## src/rtl/gate_selftest_pkg.sv

```systemverilog
// Shared types, constants and the golden gate model for the gate library self-test checker.
package gate_selftest_pkg;

   typedef enum logic [1:0] {StIdle, StRun, StDrain, StDone} state_e;

   // Right-shifting Galois mask for x^64+x^63+x^61+x^60+1
   localparam logic [63:0] LfsrPoly = 64'hD800_0000_0000_0000;

   localparam int unsigned RotIn2 = 17;
   localparam int unsigned RotIn3 = 41;

   localparam int unsigned GateInv   = 0;
   localparam int unsigned GateNand2 = 1;
   localparam int unsigned GateMux2  = 2;

   typedef struct packed {
      logic [63:0] inv;
      logic [63:0] nand2;
      logic [63:0] mux2;
   } golden_t;

   function automatic logic [63:0] rotl64(input logic [63:0] x, input int unsigned n);
      return (x << n) | (x >> (64 - n));
   endfunction

   function automatic golden_t golden(input logic [63:0] in1, input logic [63:0] in2,
                                      input logic [63:0] in3);
      golden_t g;
      g.inv   = ~in1;
      g.nand2 = ~(in1 & in2);
      g.mux2  = in3[0] ? in2 : in1;
      return g;
   endfunction

endpackage

```

## src/rtl/gate_selftest_lfsr.sv

```systemverilog
// 64-bit Galois LFSR with seed load and advance enable; exposes the next-state value.
module gate_selftest_lfsr
   import gate_selftest_pkg::*;
#(
   parameter logic [63:0] SEED = 64'h1
) (
   input  logic        clk,
   input  logic        rst,
   input  logic        load_i,
   input  logic        adv_i,
   output logic [63:0] next_o
);
   // An all-zero state would lock up the LFSR
   localparam logic [63:0] SeedNz = (SEED == 64'h0) ? 64'h1 : SEED;

   logic [63:0] lfsr_q, lfsr_d;

   always_comb begin
      lfsr_d = lfsr_q;
      if (load_i) begin
         lfsr_d = SeedNz;
      end else if (adv_i) begin
         lfsr_d = (lfsr_q >> 1) ^ (lfsr_q[0] ? LfsrPoly : 64'h0);
      end
   end

   always_ff @(posedge clk) begin
      if (rst) begin
         lfsr_q <= SeedNz;
      end else begin
         lfsr_q <= lfsr_d;
      end
   end

   assign next_o = lfsr_d;

endmodule

```

## config.mk

```make
export PLATFORM = sky130hd
export DESIGN_NAME = gate_selftest_lfsr
export DESIGN_NICKNAME = d
export VERILOG_FILES = /design/src/rtl/gate_selftest_pkg.sv /design/src/rtl/gate_selftest_lfsr.sv
export SDC_FILE = /design/constraint.sdc
export NUM_CORES = 1
export LEC_CHECK = 0
export CORE_UTILIZATION = 50
export DETAILED_ROUTE_END_ITERATION = 12
export PLACE_DENSITY = 0.81
export SETUP_SLACK_MARGIN = 0.02
export SYNTH_ARGS = -nofsm -noshare
export SYNTH_HDL_FRONTEND = slang
export SYNTH_SLANG_ARGS = --single-unit
```

## constraint.sdc

```tcl
create_clock -name clk -period 1.5 [get_ports clk]
set_input_delay 0.225 -clock clk [delete_from_list [all_inputs] [get_ports clk]]
set_output_delay 0.225 -clock clk [all_outputs]
set_load 0.05 [all_outputs]
```

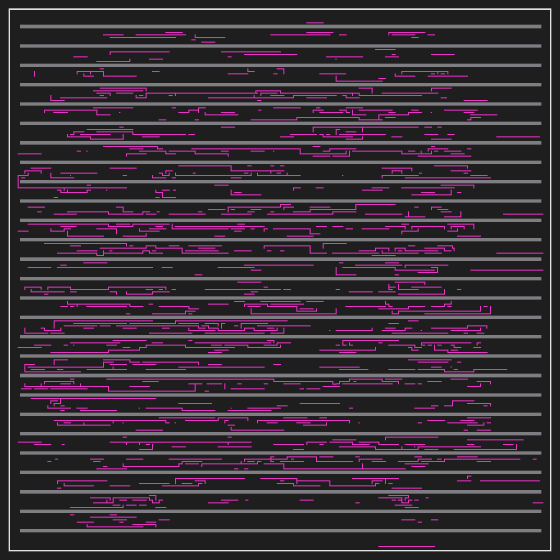
run_1/layer_met1.png
Supply wires on this layer in gray.
nets with wire on the layer: 313
wire length on this layer: 2470 um
share of all routed wire: 41%

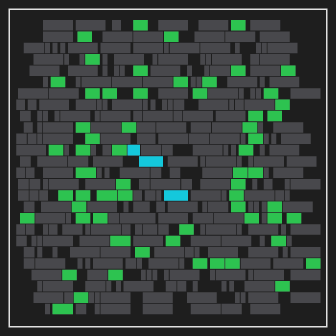
run_1/logic_types.png
legend:
  XOR/XNOR gates:
    color: cyan
    cells: 3
  multiplexers:
    color: green
    cells: 61
    where: widely spread

==> qor.log, run 1 <==
[critical_path] data arrival time of the critical path 1.34 ns
[yosys] sequential share of the synthesized area 47.1%
[yosys] Max-area cell share 47.1%
[grt] antenna violations before repair 0
[die] Die ar. 0.00574 sq mm
[clocking] post-CTS setup buffer count 0
[sta] max-slew violation count 0
[critical_path] Critical Path Max Stage Delay 0.37 ns
[clocking] H-tree level count 3
[yosys] dominant cell type by area after synthesis sky130_fd_sc_hd__dfxtp_1
[min_path] path type of the worst min-delay path in2reg
[final_layout] final-stage net count 354
[critical_path] CP required 1.27 ns
[route] Post-DRT Antenna Nets 0
[die] die y size 75.8 um
[sta] post-route fraction of the period consumed by the critical path 104%
[yosys] Cell area leaders sky130_fd_sc_hd__dfxtp_1 (47%), sky130_fd_sc_hd__mux2i_1 (22%), sky130_fd_sc_hd__nor2_1 (17%)
[run] warning total across the stage logs 29
[route] met1 WL 2470 um
[clocking] CTS tree built
[clocking] register clock-pin slew on the reported worst setup and hold paths 0.06 ns
[grt] number of global-route vias before repair 2063
[route] total number of vias 2121
[route] detailed-route wire length per cell 14.2 um
[yosys] number of nets at floorplan 288
[yosys] Post-synth EDFFs 0
[power_and_ir_drop] worst IR drop on VDD 0.000627 V
[die] number of core rows 26
[placed_design] DPL Wire Length 4450 um
[final_layout] fraction of final layout cells sized beyond drive strength 1 35.2%
[critical_path] CP endpoint kind output pin
[final_layout] antenna cells 0
[die] I/O pin count 68
[critical_path] kind of launch point of the worst setup path register
[clocking] hold buffers post-CTS 0
[sta] setup repair after global routing missed its margin true
[die] die x size 75.8 um
[route] wire length reported by the detailed router 6010 um
[sta] worst hold slack after final layout 0.384 ns
[sta] Final Hold Vio Count 0
[route] drt pass-1 iters 4
[outcome] status finished, violations left
[final_layout] largest reg by FF count lfsr_q
[sta] transition time at the pin with the least slew margin 0.325 ns
[die] core area 0.00517 sq mm
[grt] wire length of the first global-routing pass 9520 um
[yosys] Netlist Area Pre-Place 0.00272 sq mm
[final_layout] area delta synth->final 51.3%
[yosys] cell count in the Yosys report 284
[sta] Setup WS post-layout -0.0673 ns
[critical_path] Worst Path Class, Setup reg2out
[grt] largest net degree at the start of global routing 31
[final_layout] Largest regs lfsr_q (64)
[yosys] YS chip area 0.00272 sq mm
[yosys] Flops after synth 64
[route] highest signal layer in the routed design met4
[run] maximum capacitance violations 0
[yosys] most instantiated cells after synthesis sky130_fd_sc_hd__nor2_1 (121), sky130_fd_sc_hd__dfxtp_1 (64), sky130_fd_sc_hd__mux2i_1 (61)
[yosys] Yosys warning count 0
[critical_path] worst path buffer plus inverter count 1
[sta] number of failing setup endpoints in the final timing report 3
[route] Met2 Routed Length 3220 um
[outcome] violations in the final reports setup timing
[critical_path] dominant delay contributor by cell family on the critical path flip-flops
[sta] final worst path period need 1.57 ns
[power_and_ir_drop] total power 3.36 mW
[route] total length of routed met3 wires 198 um
[power_and_ir_drop] leakage component of the power 1.71 nW
[die] Floorplan Utilization 52.6%
[clocking] clk root buf sky130_fd_sc_hd__clkbuf_8
[power_and_ir_drop] Power Density 818 mW/mm^2
[route] initial drt markers 87
[yosys] flip-flop cell with the highest count after synthesis sky130_fd_sc_hd__dfxtp_1
[grt] aggregate global routing overflow 0
[yosys] Yosys cell types 13
[route] number of remaining DRC errors 0
[critical_path] crit path max-delay cell type sky130_fd_sc_hd__dfxtp_4
[yosys] Post-Syn Area per Cell 9.58 sq um
[placed_design] gpl congestion 0.758
[yosys] number of cells produced by synthesis 284
[sta] Max-slew headroom 77.7%
[sta] maximum clock frequency 0.638 GHz
[critical_path] Crit Path Max Fanout 5
[placed_design] Port-buffer cells 67
[grt] global-route usage over all layers 22.8%
[yosys] Async SR Flop Fraction 0%
[clocking] maximum root-to-sink buffer count 2
[final_layout] max reg flops 64
[route] mean number of vias per cell 5.03
[yosys] most common cell in the netlist sky130_fd_sc_hd__nor2_1
[final_layout] final core area utilization 79.6%
[clocking] clock latency at the later pin of the worst-skew pair 0.35 ns
[critical_path] CP Cell Sequence xnor2_2, a211oi_4, buf_12
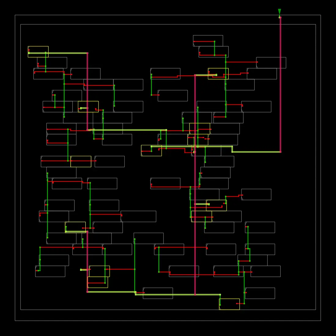
run_1/clocks.png
number of sinks driven by the clock tree: 64
final-layout clock buffer total: 13
clock network power: 1.34 mW
worst clock skew: 0.00768 ns
TritonCTS Buffers: 9

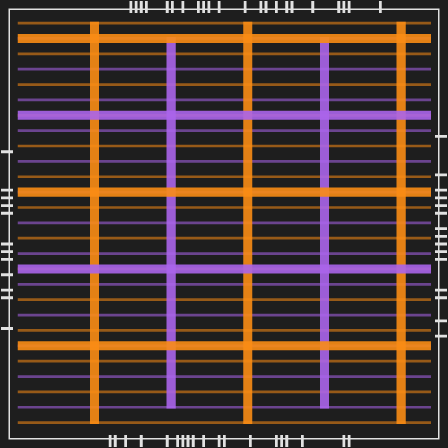
run_1/power_grid.png
Pins as bars on the die edge.
legend:
  VSS:
    color: orange
  VDD:
    color: purple
signal pins: 68
met5 straps: 5
met1 rails: 27
met4 straps: 5

[run 1: final cells by class]
class / instances / area, sq um
sequential: 64 / 1280
tap: 70 / 87.6
multi-input combinational: 197 / 1270
timing repair buffer: 78 / 1290
fill: 320 / 1060
clock buffer: 13 / 179
[run 1: repair_timing]
item | 4_1_cts | 5_1_grt
gates resized | 4 | 5
pin swaps | 3 | 0
endpoints found under the hold margin | 0 | 0
setup endpoints to repair | 4 | 8
[run 1: stage by stage]
step / area (sq um) / setup slack [ns] / TNS (ns) / instances
after global routing: 4120 / -0.105 / -0.306 / 422
after global placement: 3900 / 0.112 / 0 / 409
after floorplan: 2790 / -0.0314 / -1.15 / 284
after detailed placement: 3900 / 0.0637 / 0 / 409
final: 4120 / -0.0673 / -0.167 / 422
after CTS: 4100 / -0.0709 / -0.199 / 422
[run 1: layout by cell type (no fill, tap or decap), types with 3 or more instances in the layout]
master,count
sky130_fd_sc_hd__mux2i_1,57
sky130_fd_sc_hd__a211oi_1,3
sky130_fd_sc_hd__nor2_2,23
sky130_fd_sc_hd__mux2i_2,4
sky130_fd_sc_hd__buf_4,19
sky130_fd_sc_hd__nor2_1,101
sky130_fd_sc_hd__buf_12,56
sky130_fd_sc_hd__clkbuf_8,13
sky130_fd_sc_hd__dfxtp_1,63
[run 1: kinds of logic after synthesis]
logic type                Yosys count  share of synthesized area (%)
AOI/OAI and AO/OA                   6                           1.66
xor gates and xnor gates            3                          0.966
buffers and inverters              23                           9.84
DFF                                64                           47.1
muxes                              61                           22.4
and+or+nand+nor                   127                           18.0
[run 1: routing by layer]
layer  global-route usage [%]  vias up
li1                         -     1045
met1                     26.6     1024
met2                     39.0       40
met3                     5.16       12
met4                     12.3        0
met5                        0        -
[run 1: final timing paths]
kind	startpoint	to	slack [ns]	cells after the start
worst max register to register	lfsr_q[0]$_SDFF_PP1_	lfsr_q[62]$_SDFF_PP0_	0.58	2
worst min register to register	lfsr_q[1]$_SDFF_PP0_	lfsr_q[0]$_SDFF_PP1_	0.53	2
worst min-delay path	adv_i	lfsr_q[60]$_SDFF_PP0_	0.38	3
worst max-delay path	lfsr_q[0]$_SDFF_PP1_	next_o[59]	-0.07	3
[run 1: tightest hold or removal path, stage by stage]
cell and delay (ns):
sky130_fd_sc_hd__buf_4 0.15, sky130_fd_sc_hd__buf_12 0.20, sky130_fd_sc_hd__a211oi_1 0.09
[run 1: power breakdown]
part,internal (mW),leakage (nW),total (mW),switching [mW]
sequential,1.71,0.516,1.72,0.00983
combinational,0.129,1.10,0.309,0.180
clock,0.752,0.0935,1.34,0.587
total,2.59,1.71,3.36,0.777
==> run 2, diff against run 1 <==
--- a/config.mk
+++ b/config.mk
@@ -5,7 +5,9 @@
 export SDC_FILE = /design/constraint.sdc
 export NUM_CORES = 1
 export LEC_CHECK = 0
+export CAP_MARGIN = 20
 export CORE_UTILIZATION = 50
+export CTS_BUF_LIST = sky130_fd_sc_hd__clkbuf_2
 export DETAILED_ROUTE_END_ITERATION = 12
 export PLACE_DENSITY = 0.81
 export SETUP_SLACK_MARGIN = 0.02
==> run 2 against run 1 <==
  * The run now fails in global routing (5_1_grt)
  * Synthesized cell count is the same
  * Area after synthesis is the same
==> qor.log, run 2 <==
[yosys] most common cell in the netlist sky130_fd_sc_hd__nor2_1
[clocking] hold buffers post-CTS 0
[clocking] number of sinks driven by the clock tree 64
[clocking] clk root buf sky130_fd_sc_hd__clkbuf_2
[placed_design] gpl congestion 0.758
[placed_design] DPL Wire Length 4450 um
[placed_design] Port-buffer cells 67
[yosys] Post-synth EDFFs 0
[yosys] YS chip area 0.00272 sq mm
[outcome] First Error [ERROR DPL-0038] Utilization greater than 100%, impossible to legalize
[grt] largest net degree at the start of global routing 31
[placed_design] total placed cells including tap cells 409
[yosys] Yosys warning count 0
[outcome] status aborted with a tool error
[yosys] sequential share of the synthesized area 47.1%
[yosys] Post-Syn Area per Cell 9.58 sq um
[yosys] Flops after synth 64
[sta] classification of the worst endpoint top-level output
[yosys] number of nets at floorplan 288
[outcome] stage where the run ended global routing (5_1_grt)
[clocking] H-tree level count 3
[die] number of core rows 26
[clocking] TritonCTS Buffers 9
[yosys] dominant cell type by area after synthesis sky130_fd_sc_hd__dfxtp_1
[yosys] Yosys cell types 13
[yosys] number of cells produced by synthesis 284
[die] die y size 75.8 um
[yosys] flip-flop cell with the highest count after synthesis sky130_fd_sc_hd__dfxtp_1
[yosys] Async SR Flop Fraction 0%
[die] I/O pin count 68
[yosys] Max-area cell share 47.1%
[yosys] Netlist Area Pre-Place 0.00272 sq mm
[sta] worst endpoint from the post-global-route timing repair next_o[60]
[yosys] Cell area leaders sky130_fd_sc_hd__dfxtp_1 (47%), sky130_fd_sc_hd__mux2i_1 (22%), sky130_fd_sc_hd__nor2_1 (17%)
[yosys] cell count in the Yosys report 284
[yosys] most instantiated cells after synthesis sky130_fd_sc_hd__nor2_1 (121), sky130_fd_sc_hd__dfxtp_1 (64), sky130_fd_sc_hd__mux2i_1 (61)
[clocking] maximum root-to-sink buffer count 2
[die] die x size 75.8 um
[die] Floorplan Utilization 52.6%
[run 2: cell counts after synthesis]
Identical to the previous run, type by type.
[run 2: per-stage QoR]
step | setup slack (ns) | total power, mW | hold slack [ns] | cell area [sq um] | TNS (ns)
after floorplan | -0.0314 | 2.01 | 0.319 | 2790 | -1.15
after global placement | 0.112 | 2.05 | 0.485 | 3900 | 0
after detailed placement | 0.0637 | 2.05 | 0.507 | 3900 | 0
after CTS | -0.233 | 2.77 | 0.235 | 4630 | -1.80
[run 2: logic make-up after synthesis]
logic type | count (synthesis) | share of synthesized area (%)
and+or+nand+nor | 127 | 18.0
DFF | 64 | 47.1
muxes | 61 | 22.4
buffers and inverters | 23 | 9.84
AOI/OAI and AO/OA | 6 | 1.66
xor gates and xnor gates | 3 | 0.966
[run 2: repair_timing]
item / in CTS
gates resized: 146
pin swaps: 31
setup endpoints to repair: 64
setup buffers: 34
==> run 3, diff against run 2 <==
--- a/config.mk
+++ b/config.mk
@@ -6,11 +6,9 @@
 export NUM_CORES = 1
 export LEC_CHECK = 0
 export CAP_MARGIN = 20
-export CORE_UTILIZATION = 50
-export CTS_BUF_LIST = sky130_fd_sc_hd__clkbuf_2
+export CORE_UTILIZATION = 35
 export DETAILED_ROUTE_END_ITERATION = 12
-export PLACE_DENSITY = 0.81
-export SETUP_SLACK_MARGIN = 0.02
+export PLACE_DENSITY_LB_ADDON = 0.15
 export SYNTH_ARGS = -nofsm -noshare
 export SYNTH_HDL_FRONTEND = slang
 export SYNTH_SLANG_ARGS = --single-unit
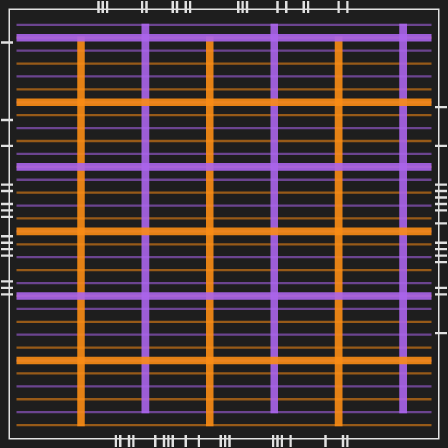
run_3/power_grid.png
Pins as bars on the die edge.
legend:
  VSS:
    color: orange
  VDD:
    color: purple
rows: 31
met5 straps: 6
met4 straps: 6
met1 rails: 32

==> run 3 against run 2 <==
  * The run now ends with setup timing left
  * Area after synthesis is the same
  * Synthesized cell count stayed put
==> qor.log, run 3 <==
[final_layout] largest reg by FF count lfsr_q
[yosys] Cell area leaders sky130_fd_sc_hd__dfxtp_1 (47%), sky130_fd_sc_hd__mux2i_1 (22%), sky130_fd_sc_hd__nor2_1 (17%)
[die] Die ar. 0.00813 sq mm
[die] die y size 90.2 um
[min_path] path type of the worst min-delay path in2reg
[final_layout] dominant logic cell type in the layout sky130_fd_sc_hd__nor2_1
[route] total number of vias 2011
[die] Floorplan Utilization 36.9%
[final_layout] storage element area 0.00128 sq mm
[yosys] Yosys cell types 13
[clocking] CTS tree built
[sta] worst clock skew 0.00609 ns
[sta] Final Hold Vio Count 0
[clocking] register clock-pin slew on the reported worst setup and hold paths 0.06 ns
[route] mean number of vias per cell 4.43
[grt] antenna violations before repair 0
[final_layout] area delta synth->final 56.3%
[sta] transition time at the pin with the least slew margin 0.322 ns
[final_layout] filler instances 670
[sta] maximum clock frequency 0.639 GHz
[grt] largest net degree at the start of global routing 31
[critical_path] CP Cell Sequence xnor2_2, a211oi_2, buf_12
[critical_path] CP endpoint kind output pin
[critical_path] data arrival time of the critical path 1.34 ns
[yosys] Post-Syn Area per Cell 9.58 sq um
[route] Post-DRT Antenna Nets 0
[clocking] number of sinks driven by the clock tree 64
[yosys] cell count in the Yosys report 284
[yosys] Max-area cell share 47.1%
[clocking] TritonCTS Buffers 9
[yosys] Post-synth EDFFs 0
[placed_design] DPL Wire Length 3950 um
[run] warning total across the stage logs 29
[placed_design] gpl congestion 0.772
[final_layout] max reg flops 64
[sta] final worst path period need 1.56 ns
[outcome] violations in the final reports setup timing
[yosys] sequential share of the synthesized area 47.1%
[yosys] number of cells produced by synthesis 284
[yosys] Async SR Flop Fraction 0%
[route] initial drt markers 74
[die] number of core rows 31
[critical_path] Critical Path Max Stage Delay 0.37 ns
[yosys] most common cell in the netlist sky130_fd_sc_hd__nor2_1
[route] detailed-route wire length per cell 11.8 um
[clocking] hold buffers post-CTS 0
[grt] aggregate global routing overflow 0
[grt] number of global-route vias before repair 1979
[power_and_ir_drop] worst IR drop on VDD 0.000619 V
[yosys] dominant cell type by area after synthesis sky130_fd_sc_hd__dfxtp_1
[power_and_ir_drop] total power 3.47 mW
[die] die x size 90.2 um
[yosys] YS chip area 0.00272 sq mm
[route] drt pass-1 iters 4
[sta] number of failing setup endpoints in the final timing report 3
[critical_path] crit path max-delay cell type sky130_fd_sc_hd__dfxtp_4
[clocking] H-tree level count 3
[yosys] Yosys warning count 0
[final_layout] Largest regs lfsr_q (64)
[yosys] flip-flop cell with the highest count after synthesis sky130_fd_sc_hd__dfxtp_1
[power_and_ir_drop] Power Density 816 mW/mm^2
[critical_path] CP required 1.27 ns
[critical_path] kind of launch point of the worst setup path register
[final_layout] final-stage net count 354
[route] wire length reported by the detailed router 5370 um
[clocking] post-CTS setup buffer count 0
[sta] max-slew violation count 0
[die] core area 0.00737 sq mm
[sta] Max-slew headroom 78.5%
[yosys] most instantiated cells after synthesis sky130_fd_sc_hd__nor2_1 (121), sky130_fd_sc_hd__dfxtp_1 (64), sky130_fd_sc_hd__mux2i_1 (61)
[placed_design] Port-buffer cells 67
[die] I/O pin count 68
[critical_path] Crit Path Max Fanout 5
[clocking] clock latency at the later pin of the worst-skew pair 0.33 ns
[yosys] Netlist Area Pre-Place 0.00272 sq mm
[outcome] status finished, violations left
[final_layout] antenna cells 0
[sta] post-route fraction of the period consumed by the critical path 104%
[final_layout] Top Layout Cells sky130_fd_sc_hd__nor2_1 (101), sky130_fd_sc_hd__buf_12 (64), sky130_fd_sc_hd__dfxtp_1 (63), sky130_fd_sc_hd__mux2i_1 (61), sky130_fd_sc_hd__nor2_2 (23)
[critical_path] Worst Path Class, Setup reg2out
[yosys] Flops after synth 64
[final_layout] Logic area 0.00126 sq mm
[power_and_ir_drop] leakage component of the power 1.75 nW
[yosys] number of nets at floorplan 288
[run] maximum capacitance violations 0
[grt] wire length of the first global-routing pass 8980 um
[sta] Setup WS post-layout -0.0642 ns
[final_layout] fraction of final layout cells sized beyond drive strength 1 34.1%
[route] number of remaining DRC errors 0
[sta] setup repair after global routing missed its margin true
[clocking] maximum root-to-sink buffer count 2
[clocking] clk root buf sky130_fd_sc_hd__clkbuf_8
[grt] global-route usage over all layers 13.7%
[placed_design] pre-CTS setup slack 0.0717 ns
[run 3: cell counts after synthesis]
No cell type changed its count.
[run 3: layout make-up]
| class | instances | share of cell area, % |
|---|---|---|
| Clock inverter | 3 | 0.941 |
| Multi-Input combinational cell | 197 | 29.6 |
| Tap cell | 99 | 2.91 |
| Sequential cell | 64 | 30.2 |
| Timing Repair Buffer | 78 | 32.6 |
| Clock buffer | 13 | 3.74 |
[run 3: power by group]
part / switching (mW) / internal, mW / total, mW
combinational: 0.177 / 0.127 / 0.304
sequential: 0.00787 / 1.71 / 1.71
clock: 0.599 / 0.854 / 1.45
total: 0.783 / 2.69 / 3.47
[run 3: path summary, 6_finish.rpt]
| check | startpoint | end | slack [ns] | depth (start not counted) |
|---|---|---|---|---|
| worst min register to register | lfsr_q[1]$_SDFF_PP0_ | lfsr_q[0]$_SDFF_PP1_ | 0.52 | 2 |
| worst max register to register | lfsr_q[0]$_SDFF_PP1_ | lfsr_q[59]$_SDFF_PP0_ | 0.64 | 2 |
| worst max-delay path | lfsr_q[0]$_SDFF_PP1_ | next_o[60] | -0.06 | 3 |
| worst min-delay path | load_i | lfsr_q[0]$_SDFF_PP1_ | 0.32 | 3 |
[run 3: stage by stage]
stage	std cells	TNS, ns	hold slack (ns)	util, %	area (sq um)
CTS	454	-0.250	0.309	57.7	4250
global placement	438	0	0.513	54.8	4040
floorplan	284	-1.15	0.319	-	2790
finish	454	-0.167	0.318	57.7	4250
detailed placement	438	0	0.497	54.8	4040
global route	454	-0.339	0.342	57.7	4250
[run 3: logic make-up after synthesis]
kind of cell	Yosys count	synth area share, %
multiplexers	61	22.4
AND-OR/OR-AND	6	1.66
AND/OR/NAND/NOR	127	18.0
buffers and inverters	23	9.84
flip-flops	64	47.1
XOR/XNOR	3	0.966
[run 3: layer usage]
| layer | wire length [um] | vias up | GRT usage, % |
|---|---|---|---|
| met5 | 0 | - | 0 |
| met3 | 282 | 5 | 5.25 |
| met2 | 2580 | 44 | 23.2 |
| met1 | 2440 | 922 | 15.5 |
| met4 | 63 | 0 | 5.65 |
| li1 | - | 1040 | - |
[run 3: repair_timing]
action / in CTS / in global routing
pin swaps: 4 / 0
endpoints found under the setup margin: 4 / 3
endpoints found under the hold margin: 0 / 0
gates resized: 4 / 0
[run 3: critical path: cells and delay by family (launching register included)]
| family | cells | cell delay, ns |
|---|---|---|
| compound gates | 1 | 0.31 |
| buf+inv | 1 | 0.18 |
| xor+xnor | 1 | 0.14 |
| flops | 1 | 0.37 |
Power figures rest on the tool's default switching activity, not on a simulated workload.
